Fig. 1: sizing map
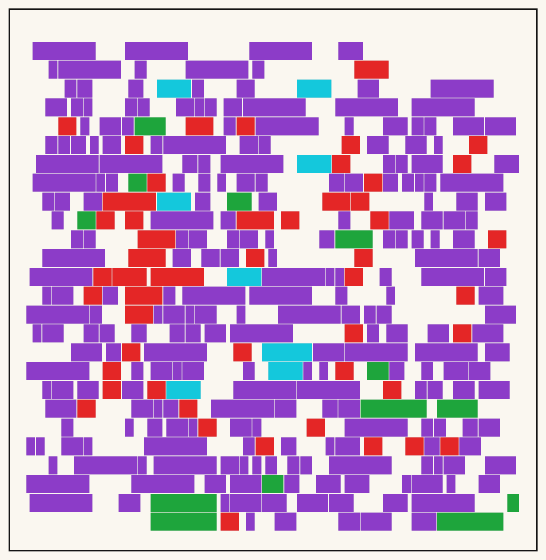
Fig. 2: wires at chosen ports, followed through buffers
Bar = 20 um.
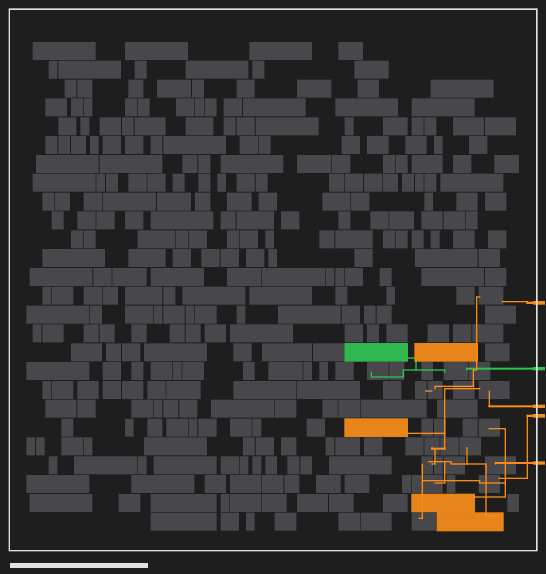
Fig. 3: cell outlines without signal wires
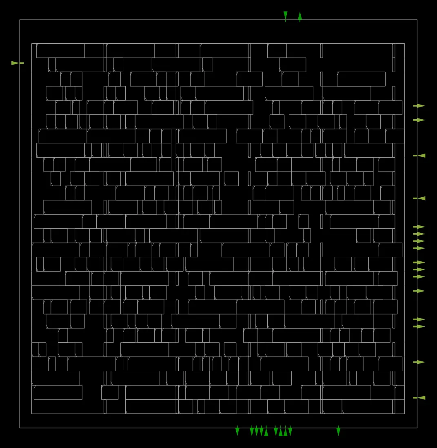
$ cat src/rtl/status_counters.sv
// Counter stage for the memory-game controller: sequence display, user entries,
// round level and per-entry time budget, with registered status flags.
module status_counters #(
  parameter int CLK_HZ     = 50_000_000,
  parameter int TICK_HZ    = 1,
  parameter int TIME_LIMIT = 10,
  parameter int TIME_W     = 4,
  parameter int MAX_LEVEL  = 15,
  parameter int LVL_W      = 4
) (
  input  logic              clock_50,
  input  logic              reset,
  input  logic              r1,
  input  logic              r2,
  input  logic              e1,
  input  logic              e2,
  input  logic              e3,
  input  logic              e4,
  output logic              end_fpga,
  output logic              end_user,
  output logic              end_time,
  output logic              win,
  output logic              tick,
  output logic [LVL_W-1:0]  seq_idx,
  output logic [LVL_W-1:0]  user_idx,
  output logic [LVL_W-1:0]  level,
  output logic [TIME_W-1:0] time_left
);

  localparam int P  = CLK_HZ / TICK_HZ;
  localparam int PW = (P > 1) ? $clog2(P) : 1;
  localparam logic [PW-1:0]     PMAX  = PW'(P - 1);
  localparam logic [TIME_W-1:0] TLIM  = TIME_W'(TIME_LIMIT);
  localparam logic [LVL_W-1:0]  LMAX  = LVL_W'(MAX_LEVEL);
  localparam logic [LVL_W-1:0]  USAT  = '1;

  logic [PW-1:0]     cnt_q, cnt_d;
  logic              tick_q, tick_d;
  logic [LVL_W-1:0]  seq_q, seq_d;
  logic [LVL_W-1:0]  user_q, user_d;
  logic [LVL_W-1:0]  level_q, level_d;
  logic [TIME_W-1:0] time_q, time_d;
  logic              efpga_q, efpga_d;
  logic              euser_q, euser_d;
  logic              etime_q, etime_d;
  logic              win_q, win_d;
  logic              adv;
  logic              round_clr;

  // A level advance (e4 before win) also clears the round.
  assign adv       = e4 && !win_q;
  assign round_clr = r1 || r2 || adv;

  always_comb begin
    cnt_d   = cnt_q;
    tick_d  = 1'b0;
    seq_d   = seq_q;
    user_d  = user_q;
    level_d = level_q;
    time_d  = time_q;
    efpga_d = efpga_q;
    euser_d = euser_q;
    etime_d = etime_q;
    win_d   = win_q;

    if (r2) begin
      level_d = '0;
      win_d   = 1'b0;
    end else if (!r1 && adv) begin
      if (level_q == LMAX) win_d = 1'b1;
      else                 level_d = level_q + LVL_W'(1);
    end

    if (round_clr) begin
      cnt_d   = '0;
      seq_d   = '0;
      user_d  = '0;
      time_d  = TLIM;
      efpga_d = 1'b0;
      euser_d = 1'b0;
      etime_d = 1'b0;
    end else begin
      if (e1 || e2) begin
        cnt_d  = (cnt_q == PMAX) ? '0 : cnt_q + PW'(1);
        tick_d = (cnt_q == PMAX);
      end else begin
        cnt_d = '0;
      end

      if (tick_q && e1 && !efpga_q) begin
        if (seq_q == level_q) efpga_d = 1'b1;
        else                  seq_d = seq_q + LVL_W'(1);
      end

      if (e3 && !euser_q) begin
        if (user_q == level_q) euser_d = 1'b1;
        if (user_q != USAT)    user_d = user_q + LVL_W'(1);
      end

      if (e3) begin
        time_d  = TLIM;
        etime_d = 1'b0;
      end else begin
        if (tick_q && e2 && time_q != '0) time_d = time_q - TIME_W'(1);
        etime_d = (time_q == '0);
      end
    end
  end

  always_ff @(posedge clock_50 or negedge reset) begin
    if (!reset) begin
      cnt_q   <= '0;
      tick_q  <= 1'b0;
      seq_q   <= '0;
      user_q  <= '0;
      level_q <= '0;
      time_q  <= TLIM;
      efpga_q <= 1'b0;
      euser_q <= 1'b0;
      etime_q <= 1'b0;
      win_q   <= 1'b0;
    end else begin
      cnt_q   <= cnt_d;
      tick_q  <= tick_d;
      seq_q   <= seq_d;
      user_q  <= user_d;
      level_q <= level_d;
      time_q  <= time_d;
      efpga_q <= efpga_d;
      euser_q <= euser_d;
      etime_q <= etime_d;
      win_q   <= win_d;
    end
  end

  assign end_fpga  = efpga_q;
  assign end_user  = euser_q;
  assign end_time  = etime_q;
  assign win       = win_q;
  assign tick      = tick_q;
  assign seq_idx   = seq_q;
  assign user_idx  = user_q;
  assign level     = level_q;
  assign time_left = time_q;

endmodule

$ cat config.mk
export PLATFORM = sky130hd
export DESIGN_NAME = status_counters
export DESIGN_NICKNAME = d
export VERILOG_FILES = /design/src/rtl/status_counters.sv
export SDC_FILE = /design/constraint.sdc
export NUM_CORES = 1
export LEC_CHECK = 0
export CORE_AREA = 2 2 74 76
export DETAILED_ROUTE_END_ITERATION = 16
export DIE_AREA = 0 0 76 78
export MAX_ROUTING_LAYER = met4
export PLACE_DENSITY_LB_ADDON = 0.15
export SLEW_MARGIN = 20
export SYNTH_ARGS = -nofsm -noshare
export SYNTH_HDL_FRONTEND = slang
export SYNTH_SLANG_ARGS = --single-unit
export TNS_END_PERCENT = 30
$ cat constraint.sdc
create_clock -name clock_50 -period 1.8 [get_ports clock_50]
set_input_delay 0.54 -clock clock_50 [delete_from_list [all_inputs] [get_ports clock_50]]
set_output_delay 0.54 -clock clock_50 [all_outputs]
set_load 0.005 [all_outputs]
==> impl_summary.log <==
[flow] final metrics
INFO  metric run_status = finished, final reports clean
INFO  metric worst-r2r-cell-count = 6
INFO  metric synth_top_cell_by_area = dfrtp_1
INFO  metric registers.top_by_ff_count = cnt_q
INFO  metric cell_internal_pwr = 1480 uW
INFO  metric route.vias.total = 2192
INFO  metric crit_path_max_incr_delay = 610 ps
INFO  metric finalWirelength = 5.86 mm
INFO  metric worst_path_maximum_fanout = 7
INFO  metric synth-edff-count = 0
INFO  metric worst-r2r-setup-slack = 40 ps
INFO  metric clock_sink_count = about 47
INFO  metric port_buffers = 28
INFO  metric most_common_cell = dfrtp_1
INFO  metric post-synth-top-area-fraction = 0.451
INFO  metric nNetsFinal = about 340
INFO  metric tritoncts = yes
INFO  metric die-area = ~6000 um^2
INFO  metric syn_nets = 266
INFO  metric netlist_area = 2500 um^2
INFO  metric hp-class = input pin to async pin
INFO  metric grt_util_met2 = 0.360
INFO  metric wl_met2 = around 3 mm
INFO  metric synth.top_cells.by_count = dfrtp_1, nor2_1, xor2_1
INFO  metric clock_path_buffers = 2
INFO  metric worstSetupPathType = input pin to flop
INFO  metric pg_seq = 1070 uW
INFO  metric ir_drop = 0.310 mV
INFO  metric layout_top_cells = dfrtp_1, buf_4, nor2_1
INFO  metric cts_buf_count = 5
INFO  metric clk_root_buffer_cell = clkbuf_8
INFO  metric htree_levels = 2
INFO  metric met3WireLength = around 230 um
INFO  metric grt_met1_use = 0.261
INFO  metric post-route-drc-count = 0
INFO  metric endpoint_kind = flop
INFO  metric timing.final.crit_period = 1770 ps
INFO  metric finish.cell_count_without_fillers = slightly below 400
INFO  metric netSwitchingPower = 418 uW
INFO  metric power.density_cell_area = 569 nW/um^2
INFO  metric timing.critical_path.arrival = 1990 ps
-- Fig. 1 (at the start) --
red -> _3 and _4 cells  # cells 50, share 15%
green -> _2 cells  # cells 13, share 4.0%
cyan -> _6 and larger  # cells 8, share 2.5%
purple -> _0 and _1 cells  # cells 252, share 78%
Area growth syn-to-layout: 33.4%
final setup margin: 29.9 ps

-- Fig. 2 (at the start) --
green -> end_user  # bits 1, direction output, edge east, end cells 1, buffers 1, wire 25.5 um
orange -> seq_idx  # bits 4, direction output, edge east, end cells 4, buffers 4, wire 140 um

-- Fig. 3 (at the start) --
Row Count: 26
share of the final layout cell area in sequential cells: 0.354
layout filler cell count: 430
final cell utilization of the core: 0.661

[cell type report]
| type | count | share of cell area |
|---|---|---|
| timing repair buffer | 68 | 0.179 |
| tap | 70 | 0.0263 |
| inverter | 5 | 0.00563 |
| multi-input combinational | 195 | 0.404 |
| clock buffer | 8 | 0.0300 |
| sequential | 47 | 0.354 |
[kinds of logic after synthesis]
| group | share of synthesized area |
|---|---|
| xor+xnor | 0.0877 |
| compound gates | 0.110 |
| fa+ha+maj | 0.0351 |
| buf+inv | 0.0245 |
| mux | 0.00401 |
| simple gates | 0.267 |
| flops | 0.472 |
[timing repair]
item                       4_1_cts  5_1_grt
setup buffers                    2        0
setup endpoints to repair       34       29
hold endpoints to repair         0        0
hold buffers                     0        0
gates resized                   16       13
gates cloned                     3        0
pin swaps                        0        5
Power is estimated from default activity; no workload was simulated.
